`src/rtl/io_port_bridge.sv`:
```
// rtl/io_port_bridge.sv - memory-mapped PORT/PIN/UART-TX bridge for the MIPS data bus
//
// Purpose: decodes a 3-word I/O window beside data memory. PORT drives the
// registered PortOut, PIN reads back a synchronised PortIn, TXDATA queues
// bytes into a small FIFO that an 8N1 transmitter drains, STATUS reports
// FIFO/transmitter state and a sticky overflow flag.
//
// Ports:
//   clk, reset            - single clock, synchronous active-high reset
//   Address, WriteData    - processor data-bus address and store data
//   MemWrite, MemRead     - store / load strobes
//   PortIn                - asynchronous 8-bit input
//   ReadData, io_sel      - combinational load data and window-hit flag
//   PortOut               - registered output port
//   tx, tx_busy           - UART line (idle high) and frame-in-progress flag

module io_port_bridge #(
  parameter logic [31:0] IO_BASE      = 32'h1001_0040,
  parameter int          CLKS_PER_BIT = 434,
  parameter int          FIFO_DEPTH   = 4
) (
  input  logic        clk,
  input  logic        reset,
  input  logic [31:0] Address,
  input  logic [31:0] WriteData,
  input  logic        MemWrite,
  input  logic        MemRead,
  input  logic [7:0]  PortIn,
  output logic [31:0] ReadData,
  output logic        io_sel,
  output logic [31:0] PortOut,
  output logic        tx,
  output logic        tx_busy
);

  localparam int AW = (FIFO_DEPTH > 1) ? $clog2(FIFO_DEPTH) : 1;
  localparam int BW = (CLKS_PER_BIT > 1) ? $clog2(CLKS_PER_BIT) : 1;
  localparam logic [BW-1:0] BAUD_LAST = BW'(CLKS_PER_BIT - 1);
  localparam logic [AW:0]   FULL_CNT  = (AW + 1)'(FIFO_DEPTH);

  typedef enum logic [1:0] {IDLE, START, DATA, STOP} state_t;

  state_t        state, state_next;
  logic [7:0]    fifo_mem [FIFO_DEPTH];
  logic [AW-1:0] wr_ptr, rd_ptr;
  logic [AW:0]   count;
  logic          ovf;
  logic [7:0]    pin_s1, pin_s2;
  logic [BW-1:0] baud_cnt;
  logic [2:0]    bit_idx;
  logic [7:0]    shift;

  // Address decode: full 32-bit compares, so aliases never hit.
  logic hit_port, hit_tx, hit_pin;
  assign hit_port = (Address == IO_BASE);
  assign hit_tx   = (Address == IO_BASE + 32'd4);
  assign hit_pin  = (Address == IO_BASE + 32'd8);
  assign io_sel   = hit_port | hit_tx | hit_pin;

  logic full, empty, baud_last, pop, push_req, push_ok, ovf_set, status_rd;
  assign full      = (count == FULL_CNT);
  assign empty     = (count == '0);
  assign baud_last = (baud_cnt == BAUD_LAST);
  // The transmitter pops when idle, or at the last stop-bit cycle so the
  // next start bit follows with no idle gap.
  assign pop       = !empty && ((state == IDLE) || (state == STOP && baud_last));
  assign push_req  = MemWrite && hit_tx;
  // A pop in the same edge frees a slot, so a push into a full FIFO still fits.
  assign push_ok   = push_req && (!full || pop);
  assign ovf_set   = push_req && full && !pop;
  assign status_rd = MemRead && hit_tx;

  logic [31:0] count_ext;
  assign count_ext = 32'(count);

  // PortOut register and PortIn synchroniser.
  always_ff @(posedge clk) begin
    if (reset) begin
      PortOut <= '0;
      pin_s1  <= '0;
      pin_s2  <= '0;
    end else begin
      if (MemWrite && hit_port) PortOut <= WriteData;
      pin_s1 <= PortIn;
      pin_s2 <= pin_s1;
    end
  end

  // TX FIFO and sticky overflow flag; set wins over a same-edge STATUS read.
  always_ff @(posedge clk) begin
    if (reset) begin
      wr_ptr <= '0;
      rd_ptr <= '0;
      count  <= '0;
      ovf    <= 1'b0;
    end else begin
      if (push_ok) wr_ptr <= wr_ptr + 1'b1;
      if (pop)     rd_ptr <= rd_ptr + 1'b1;
      count <= count + (AW + 1)'(push_ok) - (AW + 1)'(pop);
      if (ovf_set)        ovf <= 1'b1;
      else if (status_rd) ovf <= 1'b0;
    end
  end

  always_ff @(posedge clk) begin
    if (push_ok) fifo_mem[wr_ptr] <= WriteData[7:0];
  end

  // FSM state register.
  always_ff @(posedge clk) begin
    if (reset) state <= IDLE;
    else       state <= state_next;
  end

  // FSM next-state logic.
  always_comb begin
    state_next = state;
    case (state)
      IDLE:  if (!empty) state_next = START;
      START: if (baud_last) state_next = DATA;
      DATA:  if (baud_last && bit_idx == 3'd7) state_next = STOP;
      STOP:  if (baud_last) state_next = empty ? IDLE : START;
      default: state_next = IDLE;
    endcase
  end

  // FSM outputs.
  always_comb begin
    tx      = 1'b1;
    tx_busy = 1'b1;
    case (state)
      IDLE:  tx_busy = 1'b0;
      START: tx      = 1'b0;
      DATA:  tx      = shift[0];
      STOP:  tx      = 1'b1;
      default: tx_busy = 1'b0;
    endcase
  end

  // Transmitter datapath: baud counter, bit index, shift register.
  always_ff @(posedge clk) begin
    if (reset) begin
      baud_cnt <= '0;
      bit_idx  <= '0;
      shift    <= '0;
    end else begin
      if (state == IDLE || baud_last) baud_cnt <= '0;
      else                            baud_cnt <= baud_cnt + 1'b1;
      if (pop) shift <= fifo_mem[rd_ptr];
      if (state == START && baud_last) bit_idx <= '0;
      if (state == DATA && baud_last) begin
        bit_idx <= bit_idx + 3'd1;
        shift   <= {1'b0, shift[7:1]};
      end
    end
  end

  // Load data is driven whenever the window is hit, independent of MemRead.
  always_comb begin
    ReadData = '0;
    if (hit_port)     ReadData = PortOut;
    else if (hit_tx)  ReadData = {25'b0, ovf, count_ext[2:0], tx_busy, empty, full};
    else if (hit_pin) ReadData = {24'b0, pin_s2};
  end

endmodule

```
`config.mk`:
```
export PLATFORM = sky130hd
export DESIGN_NAME = io_port_bridge
export DESIGN_NICKNAME = d
export VERILOG_FILES = /design/src/rtl/io_port_bridge.sv
export SDC_FILE = /design/constraint.sdc
export NUM_CORES = 1
export LEC_CHECK = 0
export ABC_AREA = 1
export CAP_MARGIN = 10
export CORE_MARGIN = 5
export CORE_UTILIZATION = 43
export CTS_BUF_LIST = sky130_fd_sc_hd__clkbuf_16
export DETAILED_ROUTE_END_ITERATION = 10
export PLACE_DENSITY = 0.77
export RECOVER_POWER = 50
export SLEW_MARGIN = 20
export SYNTH_ARGS = -nofsm -noshare
export SYNTH_HDL_FRONTEND = slang
export SYNTH_SLANG_ARGS = --single-unit
export TNS_END_PERCENT = 1
```
`constraint.sdc`:
```
create_clock -name clk -period 3 [get_ports clk]
set_input_delay 0.6 -clock clk [delete_from_list [all_inputs] [get_ports clk]]
set_output_delay 0.6 -clock clk [all_outputs]
set_load 0.05 [all_outputs]
```
==> run_1/m1.png <==
Supply wires on this layer in gray.
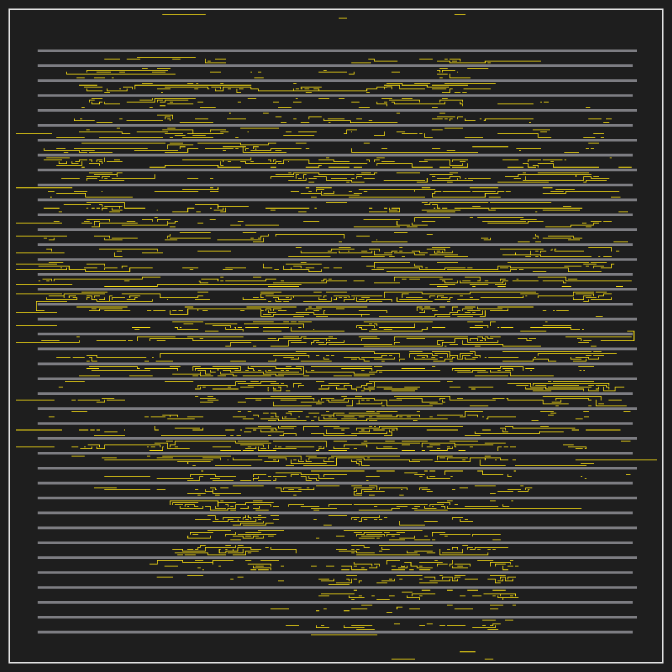
The layer carries 5,510 um of wire. The layer holds 38% of the routed length. The wires run mostly horizontal. 844 nets have wire on it. The longest straight run is 26.7 um.
routed wire length: 14.6 mm
via count: 4,853
met1 Use GR: 0.223

==> run_1/class_map.png <==
Bar = 20 um. Fill, decap, tap and diode cells in gray.
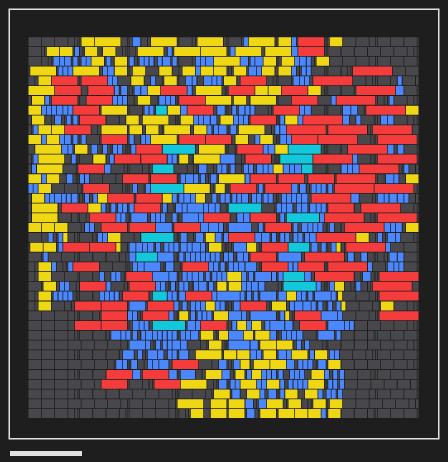
Cyan is clock drivers and dummy loads, cells 16. Red is registers, cells 112. Blue is remaining logic cells, cells 542. Yellow is remaining buffers and delay cells, cells 173.

==> qor.csv, run 1 <==
stage;metric;value;unit
outcome;status;finished, final reports clean;
clocking;clk_pin_slew_worst_paths;0.08;ns
setup_path;crit_required;2.40;ns
flow_run;warnings;35;
final_timing;fmax;0.346;GHz
global_routing;grt_max_degree;33;
logic_synthesis;yosys-top-cells-count;218 x nor2_1, 87 x inv_1, 81 x nand2_1;
setup_path;rrSetupSlack;0.32;ns
global_routing;use_met2;0.368;
logic_synthesis;yosys_warnings;0;
final_timing;slew_violations;0;
logic_synthesis;post-synth-top-area-fraction;0.314;
setup_path;startpoint;Address[13];
hold_path;min_path_type;reg -> reg;
clocking;clockBufferDepth;2;
finish;drive_above_1_share;0.146;
routing;top_layer;met4;
logic_synthesis;topCellsByArea;dfxtp_1 31%, edfxtp_1 19%, nor2_1 16%;
final_timing;relSlewSlack;0.193;
clocking;cts_resized;8;
logic_synthesis;syn_area;0.00510;mm^2
setup_path;cpMostUsedCell;nor2_1;
routing;dr_wl_met3;691;um
placement;portBuffers;142;
routing;routed-wl-met2;7.91;mm
setup_path;timing.rr.end;count[2];
flow_run;maxCapViolations;0;
power_and_ir_drop;p_leak;3.15;nW
setup_path;crit_slowest_cell;clkdlybuf4s50_1;
global_routing;use_met3;0.0322;
finish;fin_cells;986;
setup_path;path_buffers;3;
placement;dpl.cell_count;962;
setup_path;end_kind;primary output;
clocking;insertion_delay;0.35;ns
floorplan;pin_count;143;
setup_path;path_max_fanout;6;
logic_synthesis;largest_area_cell;dfxtp_1;
logic_synthesis;yosys-stat-cells;673;
setup_path;crit_type;in -> out;
setup_path;slowest_delay;0.41;ns
logic_synthesis;synth.avg_cell_area;7.59;um^2
global_routing;antenna_found_initial;0;
placement;gp_congestion;0.836;
hold_path;min_delay_worst_endpoint;pin_s2[7];
routing;viasPerCell;4.92;
routing;drc;0;
logic_synthesis;synthesis.nets;765;
floorplan;rows;39;
placement;place_area;0.00713;mm^2
clocking;cts_tree;built;
finish;post-route-cell-area;0.00763;mm^2
logic_synthesis;syn_inst;673;
setup_path;start_kind;input port;
clocking;cts_buffers;9;
global_routing;overflow;0;
routing;ant_nets;0;
global_routing;track_usage;0.198;
logic_synthesis;ys_seq_share;0.502;
setup_path;crit_family;simple AND/OR/NAND/NOR gates;
setup_path;critPathArrivalTime;2.29;ns
final_timing;skew;0.0126;ns
clocking;cts-htree-levels;3;
power_and_ir_drop;finalPower;3.19;mW
hold_path;min_path_cells;2;
hold_path;min_from;pin_s1[7];
setup_path;path_cells;clkdlybuf4s50_1, nor2_2, nand4_1, nor2_4, nand3_4, buf_4, nand2_1, nor2_1, nor2_1, buf_12;
placement;pre_cts_ws;-0.0925;ns
logic_synthesis;edf_count;32;
global_routing;grt_first_pass_wirelength;22.9;mm
clocking;root_buffer;clkbuf_16;
floorplan;die_x;119;um
placement;place_hpwl;10.7;mm
floorplan;die_h;119;um
setup_path;cp.depth;10;
logic_synthesis;synth.most_common_cell;nor2_1;
routing;met1_length;5.51;mm
finish;area.growth.synth_to_final;49.5;%
logic_synthesis;synthArstFlopShare;0;
finish;nets;930;
clocking;cts_hold_buf;0;
power_and_ir_drop;power_density;418;mW/mm^2
logic_synthesis;synth_flops;112;
setup_path;r2r_cells;16;
logic_synthesis;ys_area;0.00510;mm^2
final_timing;setup_slack;0.113;ns
logic_synthesis;ff_type;dfxtp_1;
floorplan;dieArea;0.0142;mm^2
routing;drtIter0Drc;362;
final_timing;finalCritPeriodShare;0.962;
finish;num_antenna_cells;0;
routing;firstDrtPassIters;5;
clocking;clkSinkCount;112;
final_timing;setup-violations-final;0;
final_timing;fin_crit;2.89;ns
final_timing;hold_ws;0.406;ns
routing;wl_per_cell;14.8;um
power_and_ir_drop;vdd_ir_drop_max;378;uV
setup_path;endpoint;ReadData[2];
logic_synthesis;synth_cell_types;33;
clocking;cts_setup_buffers;3;
==> run_1/util_map.png <==
12 x 12 tiles, from white (low) to dark blue (high), 0 to 100% covered.
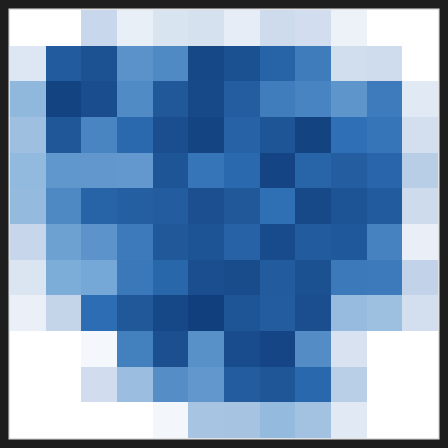
The mean over all tiles is 53%. The densest ninth of the die: middle. The fullest tile reaches 94%. 38% of the tiles are over 75% full. 13% of the tiles are nearly empty.
core area: 0.0115 mm^2
FP Core Util: 0.443
Util after Layout: 0.663

[run 1: final cells by class]
cell class | instances | area (um^2)
clock buffers | 9 | 225
clock inverters | 7 | 93.8
fillers | 872 | 3890
inverters | 97 | 367
multi-input cells | 445 | 2170
flip-flops and latches | 112 | 2560
well taps | 143 | 179
repair buffers | 173 | 2030
[run 1: logic make-up after synthesis]
kind of cell | share of synthesized area
and+or+nand+nor | 0.273
buffers and inverters | 0.0912
DFF | 0.502
AOI/OAI and AO/OA | 0.0895
adders and majority gates | 0.0407
xor gates and xnor gates | 0.00343
[run 1: sequential cells by signal, summed over array words and instances, names as in the netlist, 3 cells and up, named ones only]
register and flops:
PortOut 32, fifo_mem 32, baud_cnt 9, pin_s1 8
pin_s2 8, shift 8, bit_idx 3, count 3
[run 1: where the power goes]
part	total, mW	internal (mW)	switching [mW]	leakage [nW]
Sequential	1.59	1.57	0.0141	0.935
Combinational	0.362	0.161	0.200	2.06
Clock	1.24	0.613	0.626	0.154
Total	3.19	2.35	0.840	3.15
[run 1: cell usage in the layout (no fill, tap or decap), types with 2 or more instances in the layout]
cell type	instances
clkinv_8	2
nor2_2	22
buf_4	20
a21oi_1	13
buf_6	4
edfxtp_1	32
inv_6	2
clkbuf_16	9
clkinv_1	2
nand2_2	7
clkdlybuf4s50_1	76
nand4_1	3
o21a_1	3
o21ai_1	33
xor2_1	2
nand3_4	3
nand3_1	14
nor2_1	198
dlymetal6s2s_1	16
nand2_1	76
nor2_4	4
dfxtp_1	80
a31oi_1	2
inv_2	8
o21ai_0	27
inv_12	2
dlygate4sd3_1	17
nor3_1	5
clkbuf_1	6
buf_12	34
nor3b_1	2
inv_1	86
nand3_2	2
o22ai_1	9
ha_1	15
==> run_1/congestion_map.png <==
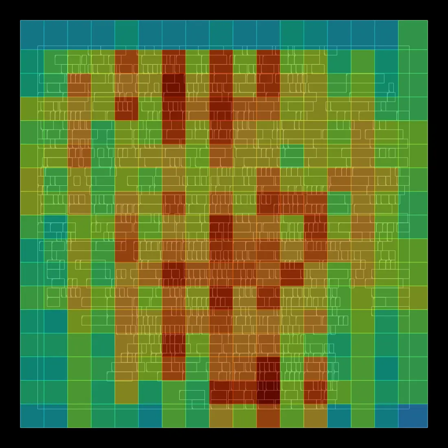

==> run 2, diff against run 1 <==
--- a/config.mk
+++ b/config.mk
@@ -12,7 +12,6 @@
 export CTS_BUF_LIST = sky130_fd_sc_hd__clkbuf_16
 export DETAILED_ROUTE_END_ITERATION = 10
 export PLACE_DENSITY = 0.77
-export RECOVER_POWER = 50
 export SLEW_MARGIN = 20
 export SYNTH_ARGS = -nofsm -noshare
 export SYNTH_HDL_FRONTEND = slang
==> run_2/congestion_map.png <==
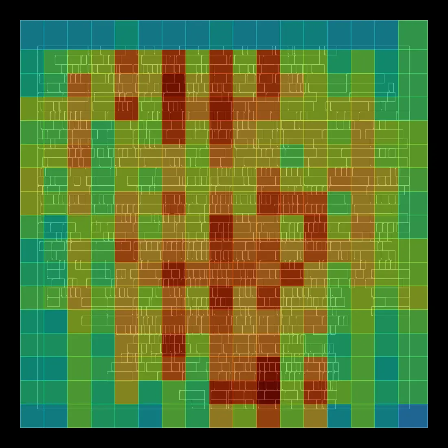
drt wl/cell: 14.8 um
met3 GRT Util: 0.0322
GR peak layer: met2
GRT met2 Usage: 0.368

==> run_2/util_map.png <==
12 x 12 tiles, from white (low) to dark blue (high), 0 to 100% covered.
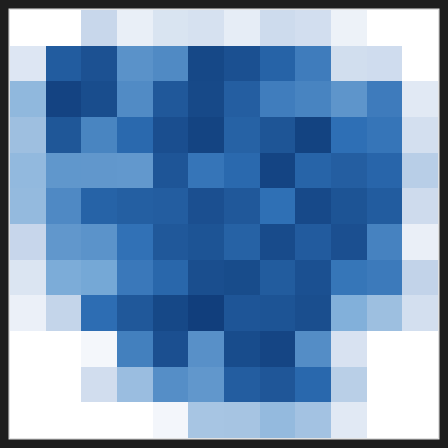
The emptiest ninth of the die: bottom left. 38% of the tiles are over 75% full. The fullest tile reaches 94%. The densest ninth of the die: middle.
Util after Layout: 0.664

==> run 2 against run 1 <==
Against the previous run:
- core utilization grew 0.20 points
- wire length is essentially flat
- first-iteration DRC count shrank 11%
- via count shrank 0.10%
- cell area grew 0.30%
- clock skew shrank 0.0010 ns
- setup slack lost 0.0031 ns
- flip-flop count is the same
- sequential power is essentially flat
- global-route usage is the same
- critical path depth shrank 1
- count of clock-buffer cells in the layout is the same
- critical endpoint is now ReadData[0]
- largest power group unchanged
==> qor.csv, run 2 <==
stage;metric;value;unit;change
logic_synthesis;syn_inst;673;;unchanged
clocking;cts-htree-levels;3;;unchanged
placement;pre_cts_ws;-0.0925;ns;unchanged
logic_synthesis;synth_cell_types;33;;unchanged
placement;portBuffers;142;;unchanged
clocking;cts_tree;built;;
logic_synthesis;synth_flops;112;;unchanged
finish;reg.largest.list;PortOut x32, fifo_mem x32, baud_cnt x9;;
power_and_ir_drop;power_density;417;mW/mm^2;-0.25%
setup_path;end_kind;primary output;;
routing;ant_nets;0;;unchanged
finish;drive_above_1_share;0.153;;+0.00712
setup_path;start_kind;input port;;
logic_synthesis;topCellsByArea;dfxtp_1 31%, edfxtp_1 19%, nor2_1 16%;;
logic_synthesis;synthesis.nets;765;;unchanged
outcome;status;finished, final reports clean;;
routing;drc;0;;unchanged
logic_synthesis;yosys-top-cells-count;218 x nor2_1, 87 x inv_1, 81 x nand2_1;;
final_timing;hold_viol_final;0;;
setup_path;path_max_fanout;16;;+10
global_routing;overflow;0;;unchanged
clocking;cts_resized;8;;unchanged
final_timing;worst_pin_slew;0.573;ns;
final_timing;skew;0.0115;ns;-0.00103 ns
final_timing;fin_crit;2.89;ns;+0.00314 ns
floorplan;core_area;0.0115;mm^2;unchanged
finish;nets;930;;unchanged
floorplan;rows;39;;unchanged
power_and_ir_drop;finalPower;3.19;mW;about the same
routing;routed-wl-met2;7.89;mm;-0.23%
logic_synthesis;ff_type;dfxtp_1;;
logic_synthesis;yosys_warnings;0;;unchanged
finish;num_antenna_cells;0;;unchanged
power_and_ir_drop;vdd_ir_drop_max;377;uV;-0.24%
finish;area.growth.synth_to_final;49.9;%;
clocking;insertion_delay;0.35;ns;about the same
power_and_ir_drop;p_leak;3.14;nW;-0.27%
global_routing;antenna_found_initial;0;;unchanged
routing;viasPerCell;4.92;;-0.10%
final_timing;slew_violations;0;;unchanged
clocking;root_buffer;clkbuf_16;;
finish;layout_top_cells;198 x nor2_1, 93 x clkdlybuf4s50_1, 86 x inv_1;;
clocking;cts_setup_buffers;3;;unchanged
routing;met1_length;5.52;mm;+0.27%
clocking;clkSinkCount;112;;unchanged
logic_synthesis;ys_seq_share;0.502;;unchanged
logic_synthesis;ys_area;0.00510;mm^2;unchanged
finish;lay_top_count;nor2_1;;
setup_path;critPathArrivalTime;2.29;ns;about the same
routing;wirelength;14.6;mm;about the same
global_routing;use_met1;0.223;;unchanged
final_timing;finalCritPeriodShare;0.963;;+0.00105
global_routing;grt_max_degree;33;;unchanged
floorplan;die_h;119;um;unchanged
routing;vias;4848;;-0.10%
logic_synthesis;synth.avg_cell_area;7.59;um^2;unchanged
global_routing;grt_pass1_vias;4707;;
routing;top_layer;met4;;
finish;fill_cells;867;;-0.57%
placement;dpl.cell_count;962;;unchanged
clocking;cts_hold_buf;0;;unchanged
setup_path;crit_type;in -> out;;
finish;fin_cells;986;;unchanged
hold_path;min_path_type;reg -> reg;;
floorplan;dieArea;0.0142;mm^2;unchanged
routing;firstDrtPassIters;5;;unchanged
logic_synthesis;syn_area;0.00510;mm^2;unchanged
clocking;clockBufferDepth;2;;unchanged
routing;dr_wl_met3;694;um;+0.43%
floorplan;fp_util;0.443;;unchanged
placement;place_hpwl;10.7;mm;unchanged
logic_synthesis;post-synth-top-area-fraction;0.314;;unchanged
final_timing;fmax;0.346;GHz;-0.11%
final_timing;relSlewSlack;0.617;;+0.424
final_timing;setup_slack;0.110;ns;-0.00314 ns
logic_synthesis;synthArstFlopShare;0;;unchanged
logic_synthesis;synth.most_common_cell;nor2_1;;
floorplan;die_x;119;um;unchanged
global_routing;track_usage;0.198;;unchanged
logic_synthesis;yosys-stat-cells;673;;unchanged
clocking;clk_pin_slew_worst_paths;0.07;ns;about the same
flow_run;warnings;35;;unchanged
global_routing;grt_first_pass_wirelength;22.9;mm;unchanged
logic_synthesis;edf_count;32;;unchanged
routing;drtIter0Drc;321;;-11%
placement;gp_congestion;0.836;;unchanged
logic_synthesis;largest_area_cell;dfxtp_1;;
final_timing;setup-violations-final;0;;unchanged
setup_path;crit_required;2.40;ns;about the same
floorplan;pin_count;143;;unchanged
flow_run;maxCapViolations;0;;unchanged
clocking;cts_buffers;9;;unchanged
## run 2: worst max-delay path, stage by stage
cell,delay (ns)
clkdlybuf4s50_1,0.41
nor2_2,0.10
nand4_1,0.18
nor2_4,0.24
nand3_4,0.14
buf_4,0.24
nor2_1,0.14
nor2_2,0.08
buf_12,0.15
## run 2: power by group
part,leakage (nW),switching (mW),internal (mW),total [mW]
Clock,0.154,0.625,0.613,1.24
Combinational,2.05,0.200,0.165,0.364
Sequential,0.935,0.0139,1.57,1.59
Total,3.14,0.838,2.35,3.19
## run 2: cell type report
type / instances / area [um^2] / area share
clock buffers: 9 / 225 / 0.0294
clock inverters: 7 / 93.8 / 0.0123
inverters: 97 / 367 / 0.0479
multi-input cells: 445 / 2170 / 0.284
flip-flops and latches: 112 / 2560 / 0.335
well taps: 143 / 179 / 0.0234
repair buffers: 173 / 2050 / 0.268
## run 2: cell families (layout without fill, tap and decap cells)
family	Yosys count	count (layout)	synth area share
XOR/XNOR	2	2	0.00343
AND-OR/OR-AND	87	87	0.0895
adder cells (fa/ha/maj)	16	16	0.0407
AND/OR/NAND/NOR	339	340	0.273
flip-flops	112	112	0.502
buffers and inverters	117	286	0.0912
## run 2: path summary, 6_finish.rpt
kind | startpoint | to | slack, ns | cells after the start
hold reg to reg | pin_s1[3] | pin_s2[3] | 0.41 | 2
setup / recovery | Address[13] | ReadData[0] | 0.11 | 9
hold / removal | pin_s1[3] | pin_s2[3] | 0.41 | 2
setup reg to reg | baud_cnt[0] | count[2] | 0.36 | 16
## run 2: stage by stage
step	setup TNS (ns)	cell area [um^2]	hold slack (ns)
floorplan	0	5100	0.388
global placement	-0.0168	7130	0.397
global route	-0.0490	7650	0.427
finish	0	7650	0.407
detailed placement	-0.706	7130	0.401
CTS	-0.00437	7490	0.406
Power figures rest on the tool's default switching activity, not on a simulated workload.
